**Sequential cells colored by netlist name**

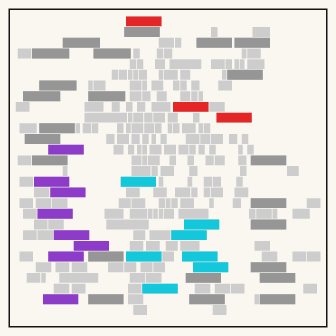
**Track usage over the die**

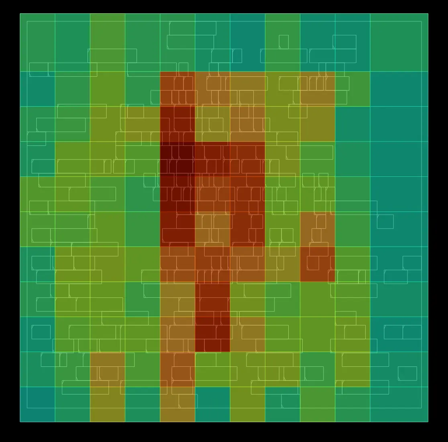
--- config.mk ---
export PLATFORM = sky130hd
export DESIGN_NAME = i2c_target_flat
export DESIGN_NICKNAME = d
export VERILOG_FILES = /design/src/rtl/i2c_target_pkg.sv /design/src/rtl/i2c_target_if.sv /design/src/rtl/i2c_line_sync.sv /design/src/rtl/i2c_target.sv /design/src/flat_wrapper.sv
export SDC_FILE = /design/constraint.sdc
export NUM_CORES = 1
export LEC_CHECK = 0
export ABC_CLOCK_PERIOD_IN_PS = 2300
export CAP_MARGIN = 20
export CORE_UTILIZATION = 35
export CTS_CLUSTER_SIZE = 16
export DETAILED_ROUTE_END_ITERATION = 6
export GPL_TIMING_DRIVEN = 0
export PLACE_DENSITY_LB_ADDON = 0.08
export SLEW_MARGIN = 20
export SYNTH_ARGS = -nofsm -noshare
export SYNTH_HDL_FRONTEND = slang
export SYNTH_SLANG_ARGS = --single-unit
export TNS_END_PERCENT = 50
--- constraint.sdc ---
create_clock -name clk -period 2.3 [get_ports clk]
set_input_delay 0.46 -clock clk [delete_from_list [all_inputs] [get_ports clk]]
set_output_delay 0.46 -clock clk [all_outputs]
set_load 0.1 [all_outputs]
--- src/rtl/i2c_target_pkg.sv ---
// rtl/i2c_target_pkg.sv - shared state encodings and address-match helper for the I2C target
package i2c_target_pkg;

   // 7-bit general call address; never acknowledged by this target
   localparam logic [6:0] k_general_call = 7'h00;

   typedef enum logic [3:0] {
      k_t_idle     = 4'd0,
      k_t_addr     = 4'd1,
      k_t_addr_ack = 4'd2,
      k_t_wr_data  = 4'd3,
      k_t_wr_ack   = 4'd4,
      k_t_rd_data  = 4'd5,
      k_t_rd_ack   = 4'd6,
      k_t_ignore   = 4'd7
   } t_state_e;

   // True when a received 7-bit address selects this target (general call excluded)
   function automatic logic addr_match(input logic [6:0] rx_addr, input logic [6:0] own_addr);
      return (rx_addr == own_addr) && (rx_addr != k_general_call);
   endfunction

endpackage

--- src/rtl/i2c_target_if.sv ---
// rtl/i2c_target_if.sv - bus pins and fabric handshake of the I2C target
interface i2c_target_if;
   logic       scl_in;
   logic       sda_in;
   logic       sda_oe;
   logic [7:0] rx_data;
   logic       rx_valid;
   logic       tx_req;
   logic [7:0] tx_data;
   logic       busy;

   // target side: samples pins and read data, drives SDA enable and fabric strobes
   modport slave (
      input  scl_in, sda_in, tx_data,
      output sda_oe, rx_data, rx_valid, tx_req, busy
   );

   // bus/fabric side as seen by whoever models the master and the read-data source
   modport master (
      output scl_in, sda_in, tx_data,
      input  sda_oe, rx_data, rx_valid, tx_req, busy
   );
endinterface

--- src/rtl/i2c_line_sync.sv ---
// rtl/i2c_line_sync.sv - multi-flop synchroniser plus edge detect for one bus line
module i2c_line_sync #(
   parameter int SYNC_STAGES = 2
) (
   input  logic clk,
   input  logic reset,
   input  logic line_in,
   output logic level,
   output logic rise,
   output logic fall
);

   if (SYNC_STAGES < 2) begin : g_stages_chk
      $error("i2c_line_sync: SYNC_STAGES must be at least 2");
   end

   logic [SYNC_STAGES-1:0] sync_q, sync_d;
   logic                   prev_q, prev_d;

   // shift the raw pin into the chain and remember the previous synced level
   always_comb begin
      sync_d = {sync_q[SYNC_STAGES-2:0], line_in};
      prev_d = sync_q[SYNC_STAGES-1];
   end

   // idle bus reads high, so reset to 1 to avoid a spurious edge after reset
   always_ff @(posedge clk or posedge reset) begin
      if (reset) begin
         sync_q <= '1;
         prev_q <= 1'b1;
      end else begin
         sync_q <= sync_d;
         prev_q <= prev_d;
      end
   end

   assign level = sync_q[SYNC_STAGES-1];
   assign rise  = level & ~prev_q;
   assign fall  = ~level & prev_q;

endmodule

--- src/rtl/i2c_target.sv ---
// rtl/i2c_target.sv - 7-bit address I2C target: address match, write bytes out, read bytes in
module i2c_target
   import i2c_target_pkg::*;
#(
   parameter logic [6:0] ADDR        = 7'h42,
   parameter int         SYNC_STAGES = 2
) (
   input logic        clk,
   input logic        reset,
   i2c_target_if.slave bus
);

   if (ADDR == k_general_call) begin : g_addr_chk
      $error("i2c_target: ADDR 0x00 is the general call address and can never match");
   end

   logic scl_lvl, scl_rise, scl_fall;
   logic sda_lvl, sda_rise, sda_fall;
   logic start_det, stop_det;

   i2c_line_sync #(.SYNC_STAGES(SYNC_STAGES)) u_scl_sync (
      .clk     (clk),
      .reset   (reset),
      .line_in (bus.scl_in),
      .level   (scl_lvl),
      .rise    (scl_rise),
      .fall    (scl_fall)
   );

   i2c_line_sync #(.SYNC_STAGES(SYNC_STAGES)) u_sda_sync (
      .clk     (clk),
      .reset   (reset),
      .line_in (bus.sda_in),
      .level   (sda_lvl),
      .rise    (sda_rise),
      .fall    (sda_fall)
   );

   assign start_det = sda_fall & scl_lvl;
   assign stop_det  = sda_rise & scl_lvl;

   t_state_e   state_q, state_d;
   logic [2:0] bit_ctr_q, bit_ctr_d;
   logic [7:0] shift_q, shift_d;
   logic [7:0] tx_byte_q, tx_byte_d;
   logic       cap_q, cap_d;
   logic       rd_load_q, rd_load_d;
   logic       sda_oe_q, sda_oe_d;
   logic [7:0] rx_data_q, rx_data_d;
   logic       rx_valid_q, rx_valid_d;
   logic       tx_req_q, tx_req_d;
   logic       busy_q, busy_d;

   // next-state and output decode; START/STOP override any coincident SCL edge
   always_comb begin
      state_d    = state_q;
      bit_ctr_d  = bit_ctr_q;
      shift_d    = shift_q;
      rd_load_d  = rd_load_q;
      sda_oe_d   = sda_oe_q;
      rx_data_d  = rx_data_q;
      busy_d     = busy_q;
      rx_valid_d = 1'b0;
      tx_req_d   = 1'b0;
      // fabric answers tx_req on the following cycle; grab tx_data one cycle after the pulse
      cap_d      = tx_req_q;
      tx_byte_d  = cap_q ? bus.tx_data : tx_byte_q;

      if (start_det) begin
         state_d   = k_t_addr;
         bit_ctr_d = 3'd0;
         shift_d   = 8'h00;
         sda_oe_d  = 1'b0;
         rd_load_d = 1'b0;
         busy_d    = 1'b1;
      end else if (stop_det) begin
         state_d   = k_t_idle;
         bit_ctr_d = 3'd0;
         sda_oe_d  = 1'b0;
         rd_load_d = 1'b0;
         busy_d    = 1'b0;
      end else begin
         case (state_q)
            k_t_addr: begin
               if (scl_rise) begin
                  shift_d   = {shift_q[6:0], sda_lvl};
                  bit_ctr_d = bit_ctr_q + 3'd1;
                  if (bit_ctr_q == 3'd7) begin
                     if (addr_match(shift_d[7:1], ADDR)) begin
                        state_d  = k_t_addr_ack;
                        tx_req_d = shift_d[0];
                     end else begin
                        state_d  = k_t_ignore;
                     end
                  end
               end
            end
            k_t_addr_ack: begin
               // first fall pulls SDA for the ACK clock, second fall ends it
               if (scl_fall) begin
                  if (!sda_oe_q) begin
                     sda_oe_d = 1'b1;
                  end else if (shift_q[0]) begin
                     state_d  = k_t_rd_data;
                     shift_d  = tx_byte_q;
                     sda_oe_d = ~tx_byte_q[7];
                  end else begin
                     state_d  = k_t_wr_data;
                     sda_oe_d = 1'b0;
                  end
               end
            end
            k_t_wr_data: begin
               if (scl_rise) begin
                  shift_d   = {shift_q[6:0], sda_lvl};
                  bit_ctr_d = bit_ctr_q + 3'd1;
                  if (bit_ctr_q == 3'd7) begin
                     rx_data_d  = shift_d;
                     rx_valid_d = 1'b1;
                     state_d    = k_t_wr_ack;
                  end
               end
            end
            k_t_wr_ack: begin
               if (scl_fall) begin
                  if (!sda_oe_q) begin
                     sda_oe_d = 1'b1;
                  end else begin
                     sda_oe_d = 1'b0;
                     state_d  = k_t_wr_data;
                  end
               end
            end
            k_t_rd_data: begin
               // after an ACKed byte the first fall loads the freshly fetched byte
               if (scl_fall) begin
                  if (rd_load_q) begin
                     rd_load_d = 1'b0;
                     shift_d   = tx_byte_q;
                     sda_oe_d  = ~tx_byte_q[7];
                  end else if (bit_ctr_q == 3'd7) begin
                     bit_ctr_d = 3'd0;
                     sda_oe_d  = 1'b0;
                     state_d   = k_t_rd_ack;
                  end else begin
                     bit_ctr_d = bit_ctr_q + 3'd1;
                     shift_d   = {shift_q[6:0], 1'b0};
                     sda_oe_d  = ~shift_q[6];
                  end
               end
            end
            k_t_rd_ack: begin
               if (scl_rise) begin
                  if (!sda_lvl) begin
                     tx_req_d  = 1'b1;
                     rd_load_d = 1'b1;
                     state_d   = k_t_rd_data;
                  end else begin
                     state_d   = k_t_ignore;
                  end
               end
            end
            default: ;
         endcase
      end
   end

   // state and registered outputs; reset releases SDA immediately
   always_ff @(posedge clk or posedge reset) begin
      if (reset) begin
         state_q    <= k_t_idle;
         bit_ctr_q  <= 3'd0;
         shift_q    <= 8'h00;
         tx_byte_q  <= 8'h00;
         cap_q      <= 1'b0;
         rd_load_q  <= 1'b0;
         sda_oe_q   <= 1'b0;
         rx_data_q  <= 8'h00;
         rx_valid_q <= 1'b0;
         tx_req_q   <= 1'b0;
         busy_q     <= 1'b0;
      end else begin
         state_q    <= state_d;
         bit_ctr_q  <= bit_ctr_d;
         shift_q    <= shift_d;
         tx_byte_q  <= tx_byte_d;
         cap_q      <= cap_d;
         rd_load_q  <= rd_load_d;
         sda_oe_q   <= sda_oe_d;
         rx_data_q  <= rx_data_d;
         rx_valid_q <= rx_valid_d;
         tx_req_q   <= tx_req_d;
         busy_q     <= busy_d;
      end
   end

   assign bus.sda_oe   = sda_oe_q;
   assign bus.rx_data  = rx_data_q;
   assign bus.rx_valid = rx_valid_q;
   assign bus.tx_req   = tx_req_q;
   assign bus.busy     = busy_q;

endmodule

--- src/flat_wrapper.sv ---
// flat-port wrapper written by rule: the top's interface ports become plain ports
module i2c_target_flat import i2c_target_pkg::*;
#(
   parameter logic [6:0] ADDR        = 7'h42,
   parameter int         SYNC_STAGES = 2
)
  (clk, reset, bus_scl_in, bus_sda_in, bus_tx_data, bus_sda_oe, bus_rx_data, bus_rx_valid, bus_tx_req, bus_busy);
  i2c_target_if bus_i ();
  input logic clk;
  input logic reset;
  input wire logic [$bits(bus_i.scl_in)-1:0] bus_scl_in;
  input wire logic [$bits(bus_i.sda_in)-1:0] bus_sda_in;
  input wire logic [$bits(bus_i.tx_data)-1:0] bus_tx_data;
  output wire logic [$bits(bus_i.sda_oe)-1:0] bus_sda_oe;
  output wire logic [$bits(bus_i.rx_data)-1:0] bus_rx_data;
  output wire logic [$bits(bus_i.rx_valid)-1:0] bus_rx_valid;
  output wire logic [$bits(bus_i.tx_req)-1:0] bus_tx_req;
  output wire logic [$bits(bus_i.busy)-1:0] bus_busy;
  assign bus_i.scl_in = bus_scl_in;
  assign bus_i.sda_in = bus_sda_in;
  assign bus_i.tx_data = bus_tx_data;
  assign bus_sda_oe = bus_i.sda_oe;
  assign bus_rx_data = bus_i.rx_data;
  assign bus_rx_valid = bus_i.rx_valid;
  assign bus_tx_req = bus_i.tx_req;
  assign bus_busy = bus_i.busy;
  i2c_target #(.ADDR(ADDR), .SYNC_STAGES(SYNC_STAGES)) u_core (.clk(clk), .reset(reset), .bus(bus_i));
endmodule
==> impl_metrics.py <==
# Generated from Yosys and OpenROAD reports
metrics = {
    "outcome": {
        "status": "finished clean",
    },
    "clock_network": {
        "hold_buffers": 0,
        "cts_htree_levels": 2,
        "cts_num_sinks": 41,
        "clk_latency_ps": 300,
        "numCtsBuffers": 5,
        "clkTransAtPathRegs_ps": 80,
        "ctsResizeCount": 1,
        "cts_buffer_depth": 2,
        "cts_tree": "yes",
    },
    "synthesis": {
        "simple_gate_area_share_pct": 16.34,
        "netlist_area_mm2": 0.002152,
        "syn_nets": 210,
        "ys_area_mm2": 0.002152,
        "synth.distinct_cells": 58,
        "synth.comb.largest_family": "AND-OR/OR-AND gates",
        "synth.area.top_cells": "dfrtp_1, mux2_2, dfstp_2",
        "syn_avg_cell_area_um2": 10.98,
        "ys_seq_elements": 41,
        "yosysWarnings": 0,
        "edf_count": 0,
        "ys_cells": 196,
        "yosys.area_share.aoi_pct": 19.48,
        "ys_seq_share_pct": 48.02,
        "mux_area_share_pct": 9.826,
        "synthTopCellsByCount": "dfrtp_1, mux2_2, a21oi_1, nand2_1",
        "largest_area_cell": "dfrtp_1",
        "top_cell_area_share_pct": 40.70,
        "most_common_cell": "dfrtp_1",
        "synthCells": 196,
        "ys_sh_xor_pct": 0.4070,
    },
    "grt": {
        "grt_pass1_wl_um": 7803,
        "antenna_found_initial": 0,
        "gr-usage-met1_pct": 21.67,
        "grt-ovfl-total": 0,
        "grt_use_total_pct": 16.25,
        "grt_pass1_vias": 1556,
    },
    "worst_setup_path": {
        "worst-endpoint-arrival_ps": 1780,
        "critPathBufInv": 1,
        "cp-start-kind": "flop",
        "startpoint": "u_core.bus.rx_data[6]",
        "r2r_slack_ps": 210,
        "cp.depth": 1,
        "slowest_delay_ps": 1130,
        "required_ps": 1840,
        "path_delay_family": "buffers and inverters",
        "end_kind": "output port",
        "path_class": "reg2out",
        "crit_fanout": 2,
        "path_cells": "clkdlybuf4s50_1",
        "crit_end": "bus_rx_data[6]",
        "ff2ff_path_depth": 7,
        "cp_slowest_cell": "clkdlybuf4s50_1",
    },
    "floorplanning": {
        "dieArea_mm2": 0.006467,
        "die_width_um": 80.42,
        "ios": 24,
        "core_area_mm2": 0.005921,
        "fp_util_pct": 36.35,
        "chipHeight_um": 80.42,
        "rows": 28,
    },
    "layout": {
        "signal_buffers": 38,
        "comb_cells": 134,
        "logic_area_mm2": 0.001016,
        "clock_buffers": 5,
        "final_nets": 242,
        "fillers": 549,
        "largestClassByArea": "sequential cells",
        "n_antenna_cell": 0,
        "final_layout_size_suffix_gt1_share_pct": 22.71,
        "num-nonclk-inverters": 8,
        "final_cell_mix": "dfrtp_1, clkdlybuf4s50_1, mux2_2, a21oi_1, nand2_1",
        "area_delta_synth_final_pct": 23.26,
        "clock_area_share_pct": 5.189,
        "comb_area_share_pct": 38.30,
        "flops": 41,
    },
    "placed_design": {
        "io_buffers": 23,
        "globalplace.congestion": 0.8498,
        "dp_cells": 295,
    },
    "timing": {
        "fin_ws_ps": 59.47,
        "worst_slew_margin_rel_pct": 35.42,
        "finalSetupViolations": 0,
        "tightestPinTransition_ps": 965.7,
        "whs_ps": 357.5,
        "period_needed_ps": 2241,
        "drv_slew": 0,
        "max_freq_mhz": 446.3,
        "final.setup.tns_ps": 0,
        "hold_viol": 0,
        "finClkSkew_ps": 5.673,
        "rsz0062_at_grt": "no",
    },
    "drt": {
        "final_antenna_net_count": 0,
        "drt-total-wl_um": 4675,
        "drt-pass1-iter-count": 4,
        "num_vias": 1628,
        "drt_first_iter_violations": 87,
        "post_drt_via_cell_ratio": 5.355,
        "wl_met3_um": 185,
        "wl_per_cell_um": 15.38,
        "route.detailed.drc": 0,
        "met2WireLength_um": 2195,
        "highest_layer": "met4",
        "wl_met1_um": 2203,
    },
    "pwr": {
        "total_power_uw": 1815,
        "leakagePower_uw": 0.001233,
        "vdd_ir_drop_max_mv": 0.3656,
    },
    "hold_path": {
        "min-delay-start": "u_core.u_scl_sync.sync_q[0]",
        "whs_endpoint": "u_core.u_scl_sync.sync_q[1]",
    },
    "run": {
        "warning_count": 26,
        "maxCapViolations": 0,
    },
}
-- 'sequential cells colored by netlist name' (at the start) --
`u_core.tx_byte_q` -> purple  # flops 8
`u_core.shift_q` -> cyan  # flops 7, where south
`u_core.state_q` -> red  # flops 3
not colored = 23
final core occ: 44.80%
Seq. cell area: 0.001033 mm^2

-- 'track usage over the die' (at the start) --
GR Util met2: 25.51%
met3 track utilization from global routing: 3.409%

[sequential cells by signal, indices dropped and copies added, names as in the netlist]
name                      count
u_core.bus.tx_req             1
u_core.cap_q                  1
u_core.tx_byte_q              8
u_core.bus.rx_data            8
u_core.state_q                3
u_core.bus.busy               1
u_core.bit_ctr_q              3
u_core.u_scl_sync.prev_q      1
u_core.u_scl_sync.sync_q      2
u_core.bus.sda_oe             1
u_core.bus.rx_valid           1
u_core.u_sda_sync.sync_q      2
u_core.u_sda_sync.prev_q      1
u_core.shift_q                7
u_core.rd_load_q              1
[power breakdown]
part / total (uW) / internal, uW / switching, uW
registers: 843 / 778 / 64.7
logic: 277 / 137 / 140
clock network: 695 / 437 / 258
Power figures rest on the tool's default switching activity, not on a simulated workload.
